--- src/rtl/tri_pwm_pkg.sv ---
// Shared constants and helpers for the multi-channel triangle-duty PWM block.
package tri_pwm_pkg;

  localparam logic MODE_SAW    = 1'b0;
  localparam logic MODE_CENTER = 1'b1;

  localparam logic DIR_UP   = 1'b0;
  localparam logic DIR_DOWN = 1'b1;

  function automatic int max_val(input int width);
    return (1 << width) - 1;
  endfunction

endpackage

--- src/rtl/tri_pwm_multichannel_tri_step_channel.sv ---
// One channel: falling-edge detect driving a saturating up/down triangle duty value.
module tri_step_channel
  import tri_pwm_pkg::*;
#(
  parameter int WIDTH = 8,
  parameter int STEP  = 1
) (
  input  logic             clk,
  input  logic             rst,
  input  logic             in,
  output logic [WIDTH-1:0] tri_val
);

  localparam logic [WIDTH:0]   MAX_EXT  = (WIDTH+1)'(max_val(WIDTH));
  localparam logic [WIDTH:0]   STEP_EXT = (WIDTH+1)'(STEP);
  localparam logic [WIDTH-1:0] MAX_W    = WIDTH'(max_val(WIDTH));
  localparam logic [WIDTH-1:0] STEP_W   = WIDTH'(STEP);

  logic           prev_in;
  logic           dir;
  logic           fall;
  logic [WIDTH:0] sum_ext;

  assign fall    = prev_in & ~in;
  // One extra bit so the saturation test cannot be fooled by wrap-around.
  assign sum_ext = {1'b0, tri_val} + STEP_EXT;

  always_ff @(posedge clk) begin
    if (rst) begin
      prev_in <= 1'b0;
      tri_val <= '0;
      dir     <= DIR_UP;
    end else begin
      prev_in <= in;
      if (fall) begin
        if (dir == DIR_UP) begin
          if (sum_ext >= MAX_EXT) begin
            tri_val <= MAX_W;
            dir     <= DIR_DOWN;
          end else begin
            tri_val <= sum_ext[WIDTH-1:0];
          end
        end else begin
          if ({1'b0, tri_val} <= STEP_EXT) begin
            tri_val <= '0;
            dir     <= DIR_UP;
          end else begin
            tri_val <= tri_val - STEP_W;
          end
        end
      end
    end
  end

endmodule

--- src/rtl/tri_pwm_multichannel.sv ---
// Multi-channel PWM: shared sawtooth/centre-aligned carrier, per-channel triangle
// duty steppers, duty double-buffered and committed at carrier period boundaries.
module tri_pwm_multichannel
  import tri_pwm_pkg::*;
#(
  parameter int WIDTH    = 8,
  parameter int CHANNELS = 4,
  parameter int STEP     = 1
) (
  input  logic                      clk,
  input  logic                      rst,
  input  logic                      en,
  input  logic                      mode,
  input  logic [CHANNELS-1:0]       in,
  output logic [CHANNELS-1:0]       pwm_out,
  output logic [CHANNELS*WIDTH-1:0] duty,
  output logic                      period_start
);

  localparam logic [WIDTH-1:0] MAX_W = WIDTH'(max_val(WIDTH));
  localparam logic [WIDTH-1:0] ONE_W = WIDTH'(1);

  logic [WIDTH-1:0]          carrier;
  logic                      carrier_dir;
  logic                      mode_q;
  logic                      boundary;
  logic [WIDTH-1:0]          tri_vals [CHANNELS];
  logic [CHANNELS*WIDTH-1:0] active;

  for (genvar i = 0; i < CHANNELS; i++) begin : g_ch
    tri_step_channel #(
      .WIDTH (WIDTH),
      .STEP  (STEP)
    ) u_step (
      .clk     (clk),
      .rst     (rst),
      .in      (in[i]),
      .tri_val (tri_vals[i])
    );
  end

  // Boundary is the enabled cycle whose successor carrier value is 0.
  always_comb begin
    boundary = 1'b0;
    if (en) begin
      if (mode_q == MODE_SAW) begin
        boundary = (carrier == MAX_W);
      end else begin
        boundary = (carrier == ONE_W) && (carrier_dir == DIR_DOWN);
      end
    end
  end

  always_ff @(posedge clk) begin
    if (rst) begin
      carrier     <= '0;
      carrier_dir <= DIR_UP;
      mode_q      <= MODE_SAW;
    end else if (en) begin
      if (boundary) begin
        carrier     <= '0;
        carrier_dir <= DIR_UP;
        mode_q      <= mode;
      end else if (mode_q == MODE_SAW) begin
        carrier <= carrier + ONE_W;
      end else if (carrier_dir == DIR_UP) begin
        if (carrier == MAX_W) begin
          carrier     <= MAX_W - ONE_W;
          carrier_dir <= DIR_DOWN;
        end else begin
          carrier <= carrier + ONE_W;
        end
      end else begin
        carrier <= carrier - ONE_W;
      end
    end
  end

  always_ff @(posedge clk) begin
    if (rst) begin
      active <= '0;
    end else if (boundary) begin
      for (int i = 0; i < CHANNELS; i++) begin
        active[i*WIDTH +: WIDTH] <= tri_vals[i];
      end
    end
  end

  always_ff @(posedge clk) begin
    if (rst) begin
      pwm_out <= '0;
    end else begin
      for (int i = 0; i < CHANNELS; i++) begin
        pwm_out[i] <= en & (active[i*WIDTH +: WIDTH] > carrier);
      end
    end
  end

  assign duty         = active;
  assign period_start = en & (carrier == '0);

endmodule

--- config.mk ---
export PLATFORM = sky130hd
export DESIGN_NAME = tri_pwm_multichannel
export DESIGN_NICKNAME = d
export VERILOG_FILES = /design/src/rtl/tri_pwm_pkg.sv /design/src/rtl/tri_pwm_multichannel_tri_step_channel.sv /design/src/rtl/tri_pwm_multichannel.sv
export SDC_FILE = /design/constraint.sdc
export NUM_CORES = 1
export LEC_CHECK = 0
export CAP_MARGIN = 10
export CORE_MARGIN = 10
export CORE_UTILIZATION = 46
export DETAILED_ROUTE_END_ITERATION = 12
export GPL_TIMING_DRIVEN = 0
export HOLD_SLACK_MARGIN = 0.12
export PLACE_DENSITY_LB_ADDON = 0.15
export RECOVER_POWER = 100
export REMOVE_ABC_BUFFERS = 1
export SLEW_MARGIN = 10
export SYNTH_ARGS = -nofsm -noshare
export SYNTH_HDL_FRONTEND = slang
export SYNTH_SLANG_ARGS = --single-unit
--- constraint.sdc ---
create_clock -name clk -period 1.9 [get_ports clk]
set_clock_uncertainty 0.05 [all_clocks]
set_input_delay 0.38 -clock clk [delete_from_list [all_inputs] [get_ports clk]]
set_output_delay 0.38 -clock clk [all_outputs]
set_load 0.01 [all_outputs]
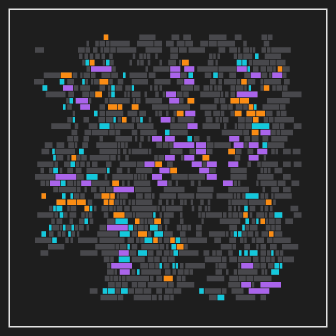
gate_families.png
| family | colour | cells |
|---|---|---|
| NOR gates | cyan | 86 |
| adder and majority cells | purple | 52 |
| AND and OR gates | orange | 50 |

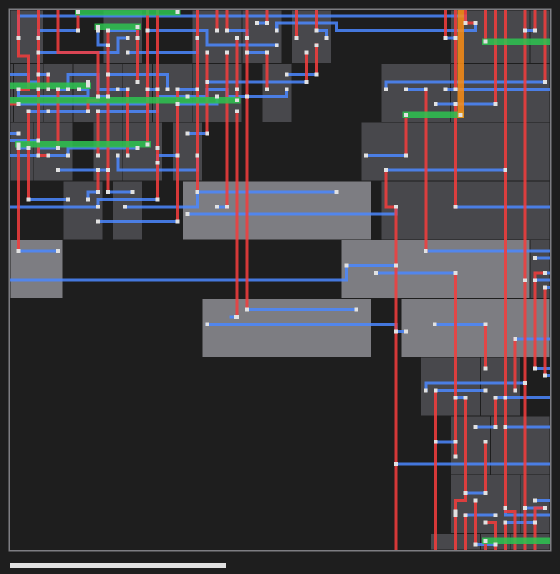
zoom.png
The bar under the picture is 10 um long. Region (21, 21) to (46, 46) um. Cells in grey, sequential cells in the stronger grey; small squares are vias.
| layer | colour |
|---|---|
| met1 | blue |
| met4 | orange |
| met3 | green |
| met2 | red |
sequential cells in the window: 4
cells with their middle in the window: 32
netlist names of flops here include: g_ch.u_step.tri_val (3), g_ch.u_step.dir (1)

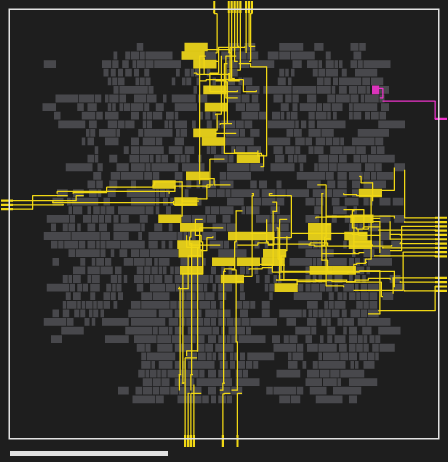
port_nets.png
The bar under the picture is 50 um long.
| port | colour | bits | direction | edge | end cells | buffers | wire |
|---|---|---|---|---|---|---|---|
| duty | yellow | 32 | output | 14 east, 9 north, 6 south, 3 west | 32 | 32 | 2110 um |
| period_start | magenta | 1 | output | east | 1 | 1 | 27.8 um |

==> impl_metrics.ini <==
; synthesis and place-and-route metrics
[setup_path]
startpoint = carrier[5]
crit_chain = or3_4, nor4_4, and3_1, buf_2
r2r_start = carrier[1]
critical-path-max-stage-delay_ns = 0.40
endpoint_kind = output port
r2r-end = carrier[5]
critPathSlowestCell = or3_4
arrival_ns = 1.59
crit_cells = 4
r2r_slack_ns = -0.05
crit_type = reg -> out

[clocking]
cts_sinks = 86
cts_buffers = 9
root_buffer = clkbuf_16
post_cts_buffers = 23
cts_resized = 71

[yosys]
adder_share_pct = 10.6
synth_chip_area_mm2 = 0.00613
netlist_area_mm2 = 0.00613
common_cells = 105 x nand2_1, 86 x dfxtp_1, 71 x a21oi_1
synthAoiAreaFrac_pct = 27.5
synth-async-reset-ratio_pct = 0
synthMuxAreaShare_pct = 1.04
top_cells_by_area = dfxtp_1 28%, ha_1 11%, nand2_1 6.4%
synth-xor-area-share_pct = 1.86

[outcome]
status = finished, violations left
violations = setup timing

[floorplan]
fp_util_pct = 46.7
io_pins = 45
die_h_um = 135
num_rows = 42
n_tap_cell = 176
fp.dieW_um = 135

[final_layout]
antennaDiodeCount = 0
layout_top_cells = 104 x nand2_1, 63 x a21oi_1, 61 x buf_4, 54 x dfxtp_1, 44 x o21ai_0
clock_area_share_pct = 4.03
inv_count = 36
final_core_util_pct = 61.2
mostFrequentLayoutCell = nand2_1
stdcell_count = 1044
flop-count = 86
nonClkBufAreaFrac_pct = 12.6
seq_share_pct = 22.6
final_layout_size_suffix_gt1_share_pct = 24.5
buffers = 114

[detailed_routing]
routed-via-count = 6388
viasPerCell = 6.12
drt_iter0_drc = 565
drt-wirelength-per-cell_um = 18.6
m1WireLength_um = 8470
topRoutingLayerUsed = met4

[pwr]
leakage_nw = 2.87
pwr_density_cell_mw_per_mm2 = 572
power_mw = 4.60
pwr-share-seq_pct = 41.7
seq_cell_power_mw = 1.92
clkPwrFrac_pct = 42.2

[run]
log.warning_count = 42

[final_timing]
rsz0062_at_grt = yes
finalHoldViolCount = 0
setup_violations = 2
tightest_slew_ns = 0.747
whs_ns = 0.294
setup_slack_ns = -0.120

[placed_design]
gp_congestion = 0.911
place_ws_ns = -0.916
portBuffers = 44
placed_area_mm2 = 0.00654

[global_route]
grt.busiest_layer = met2
grt_max_degree = 73
grt_pass1_vias = 5825
grtUsageMet2_pct = 32.0
antenna_found_initial = 0
use_met1_pct = 25.3

[worst_hold_path]
hold_path_class = in -> reg
min_from = in[3]
Power and IR drop assume default switching activity.
